==> config.mk <==
export PLATFORM = sky130hd
export DESIGN_NAME = jk_cmd_sequencer
export DESIGN_NICKNAME = d
export VERILOG_FILES = /design/src/rtl/jk_pkg.sv /design/src/rtl/jk_cmd_fifo.sv /design/src/rtl/jk_cmd_sequencer.sv
export SDC_FILE = /design/constraint.sdc
export NUM_CORES = 1
export LEC_CHECK = 0
export ABC_CLOCK_PERIOD_IN_PS = 1900
export CORE_MARGIN = 2
export CORE_UTILIZATION = 54
export CTS_CLUSTER_DIAMETER = 120
export DETAILED_ROUTE_END_ITERATION = 16
export PLACE_DENSITY = 0.78
export SYNTH_ARGS = -nofsm -noshare
export SYNTH_HDL_FRONTEND = slang
export SYNTH_SLANG_ARGS = --single-unit
==> constraint.sdc <==
create_clock -name clk -period 1.9 [get_ports clk]
set_clock_uncertainty 0.1 [all_clocks]
set_input_delay 0.38 -clock clk [delete_from_list [all_inputs] [get_ports clk]]
set_output_delay 0.38 -clock clk [all_outputs]
set_load 0.02 [all_outputs]
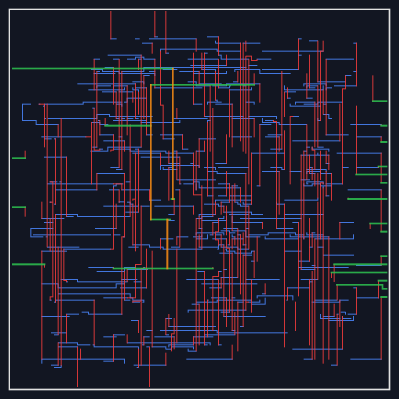
*Wiring by layer, run 1*
Scale: 6 px per um.
- orange: M4 (wire length 52.4 um)
- green: M3 (wire length 132 um)
- blue: M1 (wire length 1270 um)
- red: M2 (wire length 1620 um)
DR vias: 1098
WL per Instance: 14.1 um
Routed Wire Length: 3.07 mm
GRT Total Usage: 17.6%

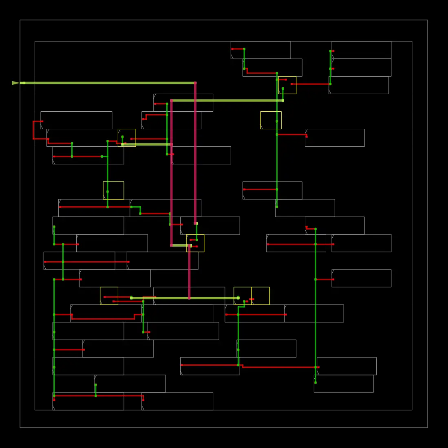
*The clock network, run 1*
clkbuf count: 5
clk pwr: 0.000451 W
Clk Latency, worst-skew pair: 0.36 ns
total CTS buffers: 5
seq_cells: 42

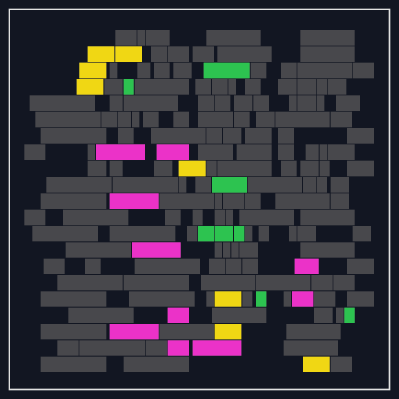
*Gate-type map, run 1*
Scale: 6 px per um.
- magenta: mux cells (cells 10)
- green: aoi and oai cells (cells 8)
- yellow: fa/ha/maj cells (cells 8)
fin cells: 218
Comb/total area: 28.7%
Top cell excl fill/tap: dfrtp_1

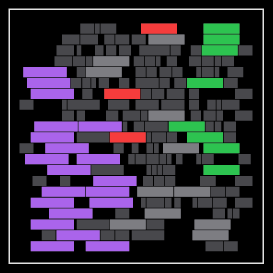
*Sequential cells grouped by signal name, run 1*
Scale: 4 px per um. Other sequential cells in the stronger grey, the rest of the logic in the fainter grey.
- green: `issued_cnt` (placed flops 8)
- purple: `u_fifo.mem` (placed flops 20)
- red: `u_fifo.rptr` (placed flops 3)
sequential cell power: 0.00153 W
Seq/total area: 48.9%
Flop area: 1150 um2

==> CHANGELOG.md, run 1 <==
## Implementation

* CTS tree: yes
* Logic area at a little under 700 um2
* Placed cells at approximately 210
* Worst path depth at 4
* Yosys cell count at about 130
* Number of global-route vias before repair at about 1100
* Largest cell class by area: registers
* Setup violations, final at 1
* CTS-repair resized insts at 13
* Core ar. at roughly 3300 um2
* Worst-path clk slew at roughly 0.12 ns
* Top layer reached by signal wires: met4
* Met1 GRT Util at between 20 and 25%
* Fillcell total at around 240
* Failing checks: negative setup slack
* Status: complete, but fails checks
* Cell Chain, Critical Path: xor2_2 > and3b_4 > or2b_1 > buf_6
* First-pass GRT wire length at roughly 5.3 mm
* Yosys simple share at under 10%
* Main power group: combinational logic
* Largest net degree at the start of global routing at 23
* Maxcap violations at 0
* First DRT Iteration DRCs at roughly 43
* Setup ws final at -0.221 ns
* Worst hold slack at 0.242 ns
* Synth mux share at 8.95%
* Post-DR vias/cell at between 5 and 6
* VDD IR max at between 0.0008 and 0.0009 V
* Hold Path Class: in -> async
* Top cells by area: edfxtp_1, dfrtp_1, mux4_2
* Routability congestion estimate at 0.764
* Post-place setup slack at -0.228 ns
* Leakage at approximately 1.0 nW
* Adder-cell area share of the yosys netlist at under 10%
* WS Path Type: reg -> out
==> run 2, diff against run 1 <==
Settings changed: PLACE_DENSITY 0.78 to 0.89.
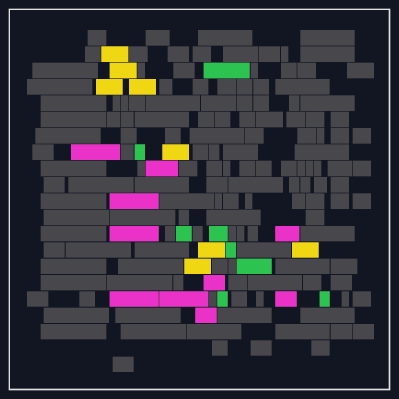
*Gate-type map, run 2*
Scale: 6 px per um.
- green: aoi and oai cells (cells 8)
- yellow: fa/ha/maj cells (cells 8)
- magenta: mux cells (cells 10)
fin cells: 215
Comb/total area: 29.2%

==> run 2 against run 1 <==
- the run still ends with negative setup slack left
- cell count decreased by 1.4%
- sequential share of layout area increased by 0.77 points
- hold slack got worse by 0.018 ns
- non-clock buffer count decreased by 3
- clock-buffer cell count unchanged
- register-to-register slack about the same
- sequential power about the same
- clock power increased by 2%
- fmax decreased by 0.49%
- first-iteration DRC count increased by 4.7%
==> CHANGELOG.md, run 2 <==
## Implementation

* Routability congestion estimate at 0.726
* Placed cells at just over 200
* Worst-path clk slew at about 0.13 ns
* Core ar. at approximately 3300 um2
* Top layer reached by signal wires: met4
* Post-place setup slack at -0.214 ns
* Setup violations, final at 1
* Failing checks: negative setup slack
* Hold Path Class: in -> async
* Number of global-route vias before repair at between 1000 and 1500
* Status: complete, but fails checks
* Sequential cell power at 0.00153 W
* Logic area at a little under 700 um2
* Largest cell class by area: registers
* Leakage at ~1.0 nW
* Adder-cell area share of the yosys netlist at under 10%
* Seq_cells at 42
* Largest net degree at the start of global routing at 23
* Maxcap violations at 0
* Clkbuf count at 5
* Total CTS buffers at 5
* CTS tree: yes
* Flop area at roughly 1200 um2
* WS Path Type: reg -> out
* Worst path depth at 4
* Cell Chain, Critical Path: xor2_2 > and3b_4 > or2b_1 > buf_6
* First-pass GRT wire length at ~5.2 mm
* Worst hold slack at ~0.22 ns
* Yosys cell count at about 130
* Top cell excl fill/tap: dfrtp_1
* Clk Latency, worst-skew pair at 0.37 ns
* Synth mux share at 8.95%
* Top cells by area: edfxtp_1, dfrtp_1, mux4_2
* Setup ws final at -0.231 ns
* GRT Total Usage at between 10% and 20%
* Met1 GRT Util at a little over a fifth
==> run 3, diff against run 2 <==
Settings changed: CORE_UTILIZATION 54 to 55, HOLD_SLACK_MARGIN set to 0.12, PLACE_DENSITY 0.89 to 0.9, SETUP_SLACK_MARGIN set to 0.3, SYNTH_HIERARCHICAL set to 1.
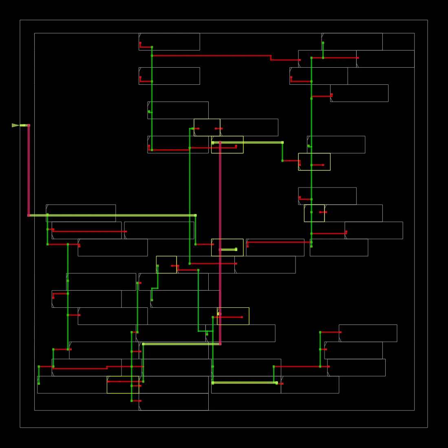
*The clock network, run 3*
Clk Latency, worst-skew pair: 0.30 ns
clk pwr: 0.000618 W

==> run 3 against run 2 <==
- the run still ends with negative setup slack left
- total power grew 39%
- sequential power grew 3%
- die area increased by 4.9%
- setup slack better by 0.20 ns
- sequential cell count unchanged
- critical endpoint is now cmd_ready
- highest routed layer unchanged
==> CHANGELOG.md, run 3 <==
## Implementation

* Clkbuf count at 5
* Adder-cell area share of the yosys netlist at about 4.9%
* Top cells by area: edfxtp_1, dfrtp_1, mux4_2
* Clock tree sinks at between 40 and 50
* Area leader, netlist: edfxtp_1
* Cell Chain, Critical Path: xnor2_4 > buf_4 > nand3_2 > inv_1 > inv_2 > buf_6
* GRT Total Usage at 22.4%
* CTS-repair resized insts at 47
* Routed Wire Length at approximately 4.8 mm
* Total CTS buffers at 5
* Worst-path clk slew at 0.09 ns
* Leakage at around 1.2 nW
* Comb/total area at 32.8%
* Setup ws final at -0.0271 ns
* Routability congestion estimate at approximately 0.78
* Core ar. at between 3000 and 4000 um2
* Yosys simple share at a little under a tenth
* WL per Instance at about 18 um
* Status: complete, but fails checks
* Seq_cells at between 40 and 50
* CTS tree: yes
* Number of global-route vias before repair at 1470
* Met1 GRT Util at about a quarter
* Flop area at approximately 1200 um2
* Synth mux share at ~8.3%
* Largest net degree at the start of global routing at 17
* WS Path Type: reg -> out
* Post-DR vias/cell at between 5 and 6
* Top layer reached by signal wires: met4
* Seq/total area at 40.4%
* Yosys cell count at 149
* Main power group: combinational logic
* Logic area at approximately 940 um2
* Worst hold slack at 0.251 ns
* DR vias at about 1400
* Sequential cell power at 0.00158 W
* Maxcap violations at 0
* Setup violations, final at 2
* Hold Path Class: in -> async
* First-pass GRT wire length at 6.90 mm
* Placed cells at 231
* Failing checks: negative setup slack
* First DRT Iteration DRCs at approximately 150
* Sequential group share of total power at around 29%
* Worst path depth at 6
* VDD IR max at slightly below 0.001 V
* Fillcell total at 202
* Fin cells at 261
* Largest cell class by area: registers
Power is estimated from default activity; no workload was simulated.
